File: src/rtl/mips_cpu_pkg.sv
// Shared types for the MIPS CPU external bus path.
// Arbiter state, response owner and the full-word byte mask.
package mips_cpu_pkg;

    typedef enum logic [1:0] {
        IDLE    = 2'b00,
        GRANT_I = 2'b01,
        GRANT_D = 2'b10
    } typeArbState;

    typedef enum logic {
        OWNER_I = 1'b0,
        OWNER_D = 1'b1
    } typeArbOwner;

    localparam logic [3:0] BYTEENABLE_WORD = 4'b1111;

endpackage

File: src/rtl/mips_cpu_bus_arbiter_if.sv
// Fetch, data and Avalon master signals of the bus arbiter.
// slave = arbiter view, master = requesters plus memory view.
interface mips_cpu_bus_arbiter_if;

    logic [31:0] i_address;
    logic        i_read;
    logic        i_waitrequest;
    logic [31:0] i_readdata;
    logic        i_readvalid;

    logic [31:0] d_address;
    logic        d_read;
    logic        d_write;
    logic [31:0] d_writedata;
    logic [3:0]  d_byteenable;
    logic        d_waitrequest;
    logic [31:0] d_readdata;
    logic        d_readvalid;

    logic [31:0] address;
    logic        read;
    logic        write;
    logic [31:0] writedata;
    logic [3:0]  byteenable;
    logic        waitrequest;
    logic [31:0] readdata;

    modport slave (
        input  i_address, i_read,
        output i_waitrequest, i_readdata, i_readvalid,
        input  d_address, d_read, d_write,
        input  d_writedata, d_byteenable,
        output d_waitrequest, d_readdata, d_readvalid,
        output address, read, write,
        output writedata, byteenable,
        input  waitrequest, readdata
    );

    modport master (
        output i_address, i_read,
        input  i_waitrequest, i_readdata, i_readvalid,
        output d_address, d_read, d_write,
        output d_writedata, d_byteenable,
        input  d_waitrequest, d_readdata, d_readvalid,
        input  address, read, write,
        input  writedata, byteenable,
        output waitrequest, readdata
    );

endinterface

File: src/rtl/mips_cpu_bus_arbiter.sv
// Shares one Avalon-MM bus between instruction fetch and load/store.
// Data has priority; a bounded streak of data grants lets fetch through.
module mips_cpu_bus_arbiter
    import mips_cpu_pkg::*;
#(
    parameter int unsigned STARVE_LIMIT = 4
) (
    input  logic clk,
    input  logic reset,
    mips_cpu_bus_arbiter_if.slave bus
);

    localparam logic [3:0] LIMIT = 4'(STARVE_LIMIT);

    typeArbState state_q, state_d;
    logic [3:0]  starve_q, starve_d;
    logic        resp_pending_q, resp_pending_d;
    typeArbOwner resp_owner_q, resp_owner_d;

    logic d_pend;
    logic d_rd_op;
    logic grant_i;
    logic grant_d;
    logic done_i;
    logic done_d;

    assign d_pend  = bus.d_read | bus.d_write;
    assign d_rd_op = bus.d_read & ~bus.d_write;
    assign grant_i = (state_q == GRANT_I);
    assign grant_d = (state_q == GRANT_D);
    assign done_i  = grant_i & bus.i_read & ~bus.waitrequest;
    assign done_d  = grant_d & d_rd_op & ~bus.waitrequest;

    always_comb begin
        state_d = state_q;
        unique case (1'b1)
            grant_i: begin
                if (!bus.i_read || !bus.waitrequest)
                    state_d = IDLE;
            end
            grant_d: begin
                if (!d_pend || !bus.waitrequest)
                    state_d = IDLE;
            end
            default: begin
                if (d_pend && !(bus.i_read && starve_q == LIMIT))
                    state_d = GRANT_D;
                else if (bus.i_read)
                    state_d = GRANT_I;
            end
        endcase
    end

    // Counts only data grants that overtook a waiting fetch.
    always_comb begin
        starve_d = starve_q;
        if (!bus.i_read)
            starve_d = '0;
        else if (state_q == IDLE && state_d == GRANT_I)
            starve_d = '0;
        else if (state_q == IDLE && state_d == GRANT_D
                 && starve_q != LIMIT)
            starve_d = starve_q + 4'd1;
    end

    always_comb begin
        resp_pending_d = done_i | done_d;
        resp_owner_d   = resp_owner_q;
        if (done_d)
            resp_owner_d = OWNER_D;
        else if (done_i)
            resp_owner_d = OWNER_I;
    end

    always_ff @(posedge clk or negedge reset) begin
        if (!reset) begin
            state_q        <= IDLE;
            starve_q       <= '0;
            resp_pending_q <= 1'b0;
            resp_owner_q   <= OWNER_I;
        end else begin
            state_q        <= state_d;
            starve_q       <= starve_d;
            resp_pending_q <= resp_pending_d;
            resp_owner_q   <= resp_owner_d;
        end
    end

    always_comb begin
        bus.address    = '0;
        bus.read       = 1'b0;
        bus.write      = 1'b0;
        bus.writedata  = '0;
        bus.byteenable = '0;
        unique case (1'b1)
            grant_i: begin
                bus.address    = bus.i_address;
                bus.read       = bus.i_read;
                bus.byteenable = BYTEENABLE_WORD;
            end
            grant_d: begin
                bus.address    = bus.d_address;
                bus.read       = d_rd_op;
                bus.write      = bus.d_write;
                bus.writedata  = bus.d_writedata;
                bus.byteenable = bus.d_byteenable;
            end
            default: ;
        endcase
    end

    assign bus.i_waitrequest = ~(grant_i & ~bus.waitrequest);
    assign bus.d_waitrequest = ~(grant_d & ~bus.waitrequest);

    assign bus.i_readvalid = resp_pending_q & (resp_owner_q == OWNER_I);
    assign bus.d_readvalid = resp_pending_q & (resp_owner_q == OWNER_D);
    assign bus.i_readdata  = bus.i_readvalid ? bus.readdata : '0;
    assign bus.d_readdata  = bus.d_readvalid ? bus.readdata : '0;

endmodule

File: src/flat_wrapper.sv
// flat-port wrapper written by rule: the top's interface ports become plain ports
module mips_cpu_bus_arbiter_flat import mips_cpu_pkg::*;
#(
    parameter int unsigned STARVE_LIMIT = 4
)
  (clk, reset, bus_i_address, bus_i_read, bus_i_waitrequest, bus_i_readdata, bus_i_readvalid, bus_d_address, bus_d_read, bus_d_write, bus_d_writedata, bus_d_byteenable, bus_d_waitrequest, bus_d_readdata, bus_d_readvalid, bus_address, bus_read, bus_write, bus_writedata, bus_byteenable, bus_waitrequest, bus_readdata);
  mips_cpu_bus_arbiter_if bus_i ();
  input  logic clk;
  input  logic reset;
  input wire logic [$bits(bus_i.i_address)-1:0] bus_i_address;
  input wire logic [$bits(bus_i.i_read)-1:0] bus_i_read;
  output wire logic [$bits(bus_i.i_waitrequest)-1:0] bus_i_waitrequest;
  output wire logic [$bits(bus_i.i_readdata)-1:0] bus_i_readdata;
  output wire logic [$bits(bus_i.i_readvalid)-1:0] bus_i_readvalid;
  input wire logic [$bits(bus_i.d_address)-1:0] bus_d_address;
  input wire logic [$bits(bus_i.d_read)-1:0] bus_d_read;
  input wire logic [$bits(bus_i.d_write)-1:0] bus_d_write;
  input wire logic [$bits(bus_i.d_writedata)-1:0] bus_d_writedata;
  input wire logic [$bits(bus_i.d_byteenable)-1:0] bus_d_byteenable;
  output wire logic [$bits(bus_i.d_waitrequest)-1:0] bus_d_waitrequest;
  output wire logic [$bits(bus_i.d_readdata)-1:0] bus_d_readdata;
  output wire logic [$bits(bus_i.d_readvalid)-1:0] bus_d_readvalid;
  output wire logic [$bits(bus_i.address)-1:0] bus_address;
  output wire logic [$bits(bus_i.read)-1:0] bus_read;
  output wire logic [$bits(bus_i.write)-1:0] bus_write;
  output wire logic [$bits(bus_i.writedata)-1:0] bus_writedata;
  output wire logic [$bits(bus_i.byteenable)-1:0] bus_byteenable;
  input wire logic [$bits(bus_i.waitrequest)-1:0] bus_waitrequest;
  input wire logic [$bits(bus_i.readdata)-1:0] bus_readdata;
  assign bus_i.i_address = bus_i_address;
  assign bus_i.i_read = bus_i_read;
  assign bus_i_waitrequest = bus_i.i_waitrequest;
  assign bus_i_readdata = bus_i.i_readdata;
  assign bus_i_readvalid = bus_i.i_readvalid;
  assign bus_i.d_address = bus_d_address;
  assign bus_i.d_read = bus_d_read;
  assign bus_i.d_write = bus_d_write;
  assign bus_i.d_writedata = bus_d_writedata;
  assign bus_i.d_byteenable = bus_d_byteenable;
  assign bus_d_waitrequest = bus_i.d_waitrequest;
  assign bus_d_readdata = bus_i.d_readdata;
  assign bus_d_readvalid = bus_i.d_readvalid;
  assign bus_address = bus_i.address;
  assign bus_read = bus_i.read;
  assign bus_write = bus_i.write;
  assign bus_writedata = bus_i.writedata;
  assign bus_byteenable = bus_i.byteenable;
  assign bus_i.waitrequest = bus_waitrequest;
  assign bus_i.readdata = bus_readdata;
  mips_cpu_bus_arbiter #(.STARVE_LIMIT(STARVE_LIMIT)) u_core (.clk(clk), .reset(reset), .bus(bus_i));
endmodule
File: config.mk
export PLATFORM = sky130hd
export DESIGN_NAME = mips_cpu_bus_arbiter_flat
export DESIGN_NICKNAME = d
export VERILOG_FILES = /design/src/rtl/mips_cpu_pkg.sv /design/src/rtl/mips_cpu_bus_arbiter_if.sv /design/src/rtl/mips_cpu_bus_arbiter.sv /design/src/flat_wrapper.sv
export SDC_FILE = /design/constraint.sdc
export NUM_CORES = 1
export LEC_CHECK = 0
export ABC_CLOCK_PERIOD_IN_PS = 5800
export CORE_AREA = 2 2 107 109
export DETAILED_ROUTE_END_ITERATION = 6
export DIE_AREA = 0 0 109 111
export PLACE_DENSITY = 0.62
export SLEW_MARGIN = 20
export SYNTH_ARGS = -nofsm -noshare
export SYNTH_HDL_FRONTEND = slang
export SYNTH_SLANG_ARGS = --single-unit
export TNS_END_PERCENT = 5
File: constraint.sdc
create_clock -name clk -period 5.8 [get_ports clk]
set_input_delay 1.16 -clock clk [delete_from_list [all_inputs] [get_ports clk]]
set_output_delay 1.16 -clock clk [all_outputs]
set_load 0.05 [all_outputs]
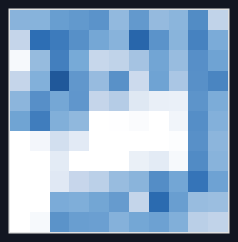
*Placement density heat map*
Scale: 2 px per um. 11 x 11 tiles, from white (low) to dark blue (high), 0 to 100% covered.
mean over tiles: 37%
nearly empty tiles: 16%
emptiest ninth of the die: center
tiles over 75% full: 3.3%
fullest tile: 84%

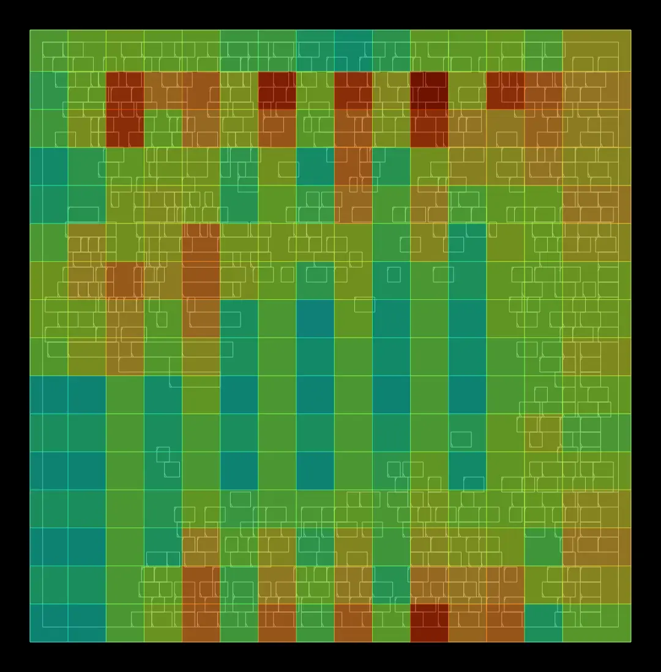
*Routing congestion*
final core utilization: 0.419
met3 Resource Use GR: 0.0629
Routed WL per cell: 16.4 um

==> qor.yml <==
powerDensity_nw_per_um2: 396
antenna_found_initial: 1
gr-usage-all-layers: 0.161
hold_viol: 0
syn_nets: 405
cts_buffers: 3
routed-wl-met2_um: 5390
comb_power_share: 0.872
h-tree-depth: 1
drcViolationCount: 0
edf_count: 0
p_leak_nw: 1.86
netlist_area_um2: 1700
cts_setup_buffers: 0
most_common_cell: "and2_1"
cell_internal_pwr_uw: 701
relSlewSlack: 0.414
async_reset_ff_frac: 1.00
path_clk_slew_ns: 0.04
synth.distinct_cells: 33
rows: 39
outcome: "completed"
top_layer: "met5"
firstDrtPassIters: 4
setup_viol: 0
slew_viol_final: 0
num_vias: 2910
fin_total_pwr_mw: 1.84
crit_chain: "clkdlybuf4s50_1 > nand2_1 > a21oi_1 > clkdlybuf4s50_1"
yosys_cells: 262
antenna_cells: 0
grt-ovfl-total: 0
drive_above_1_share: 0.0251
dp_hpwl_um: 8830
log.warning_count: 29
hold_class: "reg2reg"
max_cap_viol_count: 0
clock_sinks: 8
yosysTopAreaCellShare: 0.242
critPathLaunchType: "input port"
required_ns: 4.64
avgViaCountPerCell: 4.41
common_cells: "and2_1 (66), nor2_1 (41), and3_1 (33), a22oi_1 (32), clkbuf_1 (19)"
worstSetupPathType: "in2out"
cts.repair.resized: 0
die_area_um2: 12100
critPathTopFamily: "buffers and inverters"
io_pins: 276
fp_util: 0.154
grt_max_degree: 73
yosys_area_um2: 1700
drt_iter0_markers: 168
fin_crit_ns: 4.12
max_stage_delay_ns: 0.85
totalWireLength_um: 10800
synth_flops: 8
cpMostUsedCell: "clkdlybuf4s50_1"
critPathCaptureType: "output pin"
syn_avg_cell_area_um2: 6.50
crit_buf_inv: 2
largest_area_cell: "and2_1"
grt_pass1_wl_um: 15300
holdBufCountCts: 0
worst_slew_pin_slew_ns: 0.879
clock.fmax_ghz: 0.242
power_switching_share: 0.619
flop_cell: "dfrtp_1"
pwr-share-clk: 0.063
netlist_top_cells_area: "and2_1 (24%), a22oi_1 (14%), and3_1 (12%)"
rsz0062_at_grt: "no"
gp_congestion: 0.903
finalSetupTns_ns: 0
clock_path_buffers: 2
slowest_stage: "clkdlybuf4s50_1"
cts_tree: "yes"
root_buffer: "clkbuf_16"
p_sw_mw: 1.14
insertion_delay_ns: 0.23
worst_clock_skew_ns: 0.00289
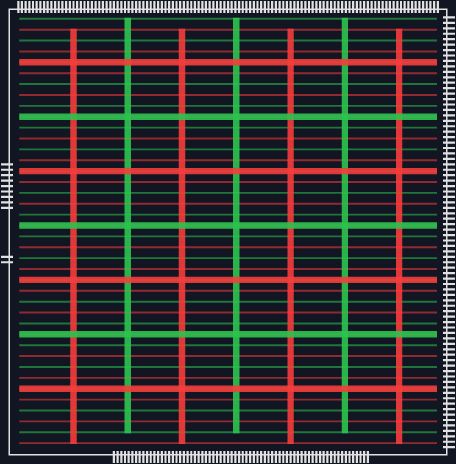
*Power grid*
Scale: 4 px per um. Pins as bars on the die edge.
| color | net |
|---|---|
| red | VSS |
| green | VDD |
rows: 39
met5 straps: 7
met1 rails: 40
signal pins: 276
Max VDD drop: 0.000253 V
Die Wd: 109 um
die height: 111 um
core region area: 11100 um2

## worst register-to-register path, delay by kind of cell (launching register included)
| kind | cells | cell delay, ns |
|---|---|---|
| AND-OR/OR-AND | 2 | 0.26 |
| buffers and inverters | 2 | 0.63 |
| flip-flops | 1 | 0.39 |
| AND/OR/NAND/NOR | 2 | 0.66 |
| adder cells (fa/ha/maj) | 1 | 0.36 |
## cell usage in the layout (no fill, tap or decap), drive strengths merged
master         instances
nand2b                 2
nor4bb                 1
inv                    8
nor4b                  2
o22ai                  2
a21oi                 12
o211a                  1
and4                   1
buf                    2
and3b                  1
nand3b                 2
clkbuf                 3
a211oi                 1
nor3                   2
nor2                  41
nor4                   1
nor2b                  1
nand2                  4
clkdlybuf4s50        275
and3                  34
a22oi                 32
a21o                   1
dfrtp                  8
o21ai                  2
a311oi                 1
or2                    1
ha                     5
and2                  66
o32a                   1
nand3                  4
## power groups by stage
stage	Clock [mW]	Combinational (mW)	Sequential, mW
3_5_place_dp	0	1.60	0.119
5_1_grt	0.124	1.68	0.127
3_3_place_gp	0	1.59	0.119
6_report	0.116	1.60	0.119
2_1_floorplan	0	1.07	0.0874
4_1_cts	0.118	1.60	0.119
## state kept, by name, indices dropped and copies added (netlist names)
register and flops:
u_core.resp_pending_q 1, u_core.state_q 2, u_core.starve_q 4, u_core.resp_owner_q 1
## cell families after synthesis
group | count (synthesis) | synth area share
adders and majority gates | 5 | 0.0367
and+or+nand+nor | 163 | 0.554
buffers and inverters | 33 | 0.0734
DFF | 8 | 0.117
AOI/OAI and AO/OA | 53 | 0.218
## routing by layer
metal	vias up	GRT usage
li1	1420	-
met1	1349	0.181
met2	127	0.289
met3	12	0.0629
met4	2	0.0214
met5	-	0
## area by class of cell
type,instances,area [um2]
Inverter,8,30.0
Fill cell,1131,6430
Timing Repair Buffer,277,2770
Tap cell,143,179
Sequential cell,8,200
Clock buffer,3,75.1
Multi-Input combinational cell,221,1390
## metrics by stage
| step | hold slack [ns] | cells | setup slack, ns | util | cell area (um2) |
|---|---|---|---|---|---|
| floorplan | 0.575 | 262 | 2.50 | - | 1700 |
| global placement | 0.599 | 657 | 1.66 | 0.411 | 4560 |
| detailed placement | 0.615 | 657 | 1.66 | 0.411 | 4560 |
| CTS | 0.620 | 660 | 1.64 | 0.418 | 4630 |
| global route | 0.648 | 660 | 1.58 | 0.419 | 4640 |
| finish | 0.620 | 660 | 1.68 | 0.419 | 4640 |
## worst paths after layout
kind / start / end / slack (ns) / cells past startpoint
max: bus_i_read / bus_read / 1.68 / 4
min: u_core.starve_q[1] / u_core.starve_q[1] / 0.62 / 2
max reg2reg: u_core.state_q[0] / u_core.starve_q[1] / 3.39 / 7
min reg2reg: u_core.starve_q[1] / u_core.starve_q[1] / 0.62 / 2
max in group asynchronous: reset / u_core.state_q[0] / 4.33 / 1
min in group asynchronous: reset / u_core.starve_q[3] / 1.21 / 1
Power figures rest on the tool's default switching activity, not on a simulated workload.
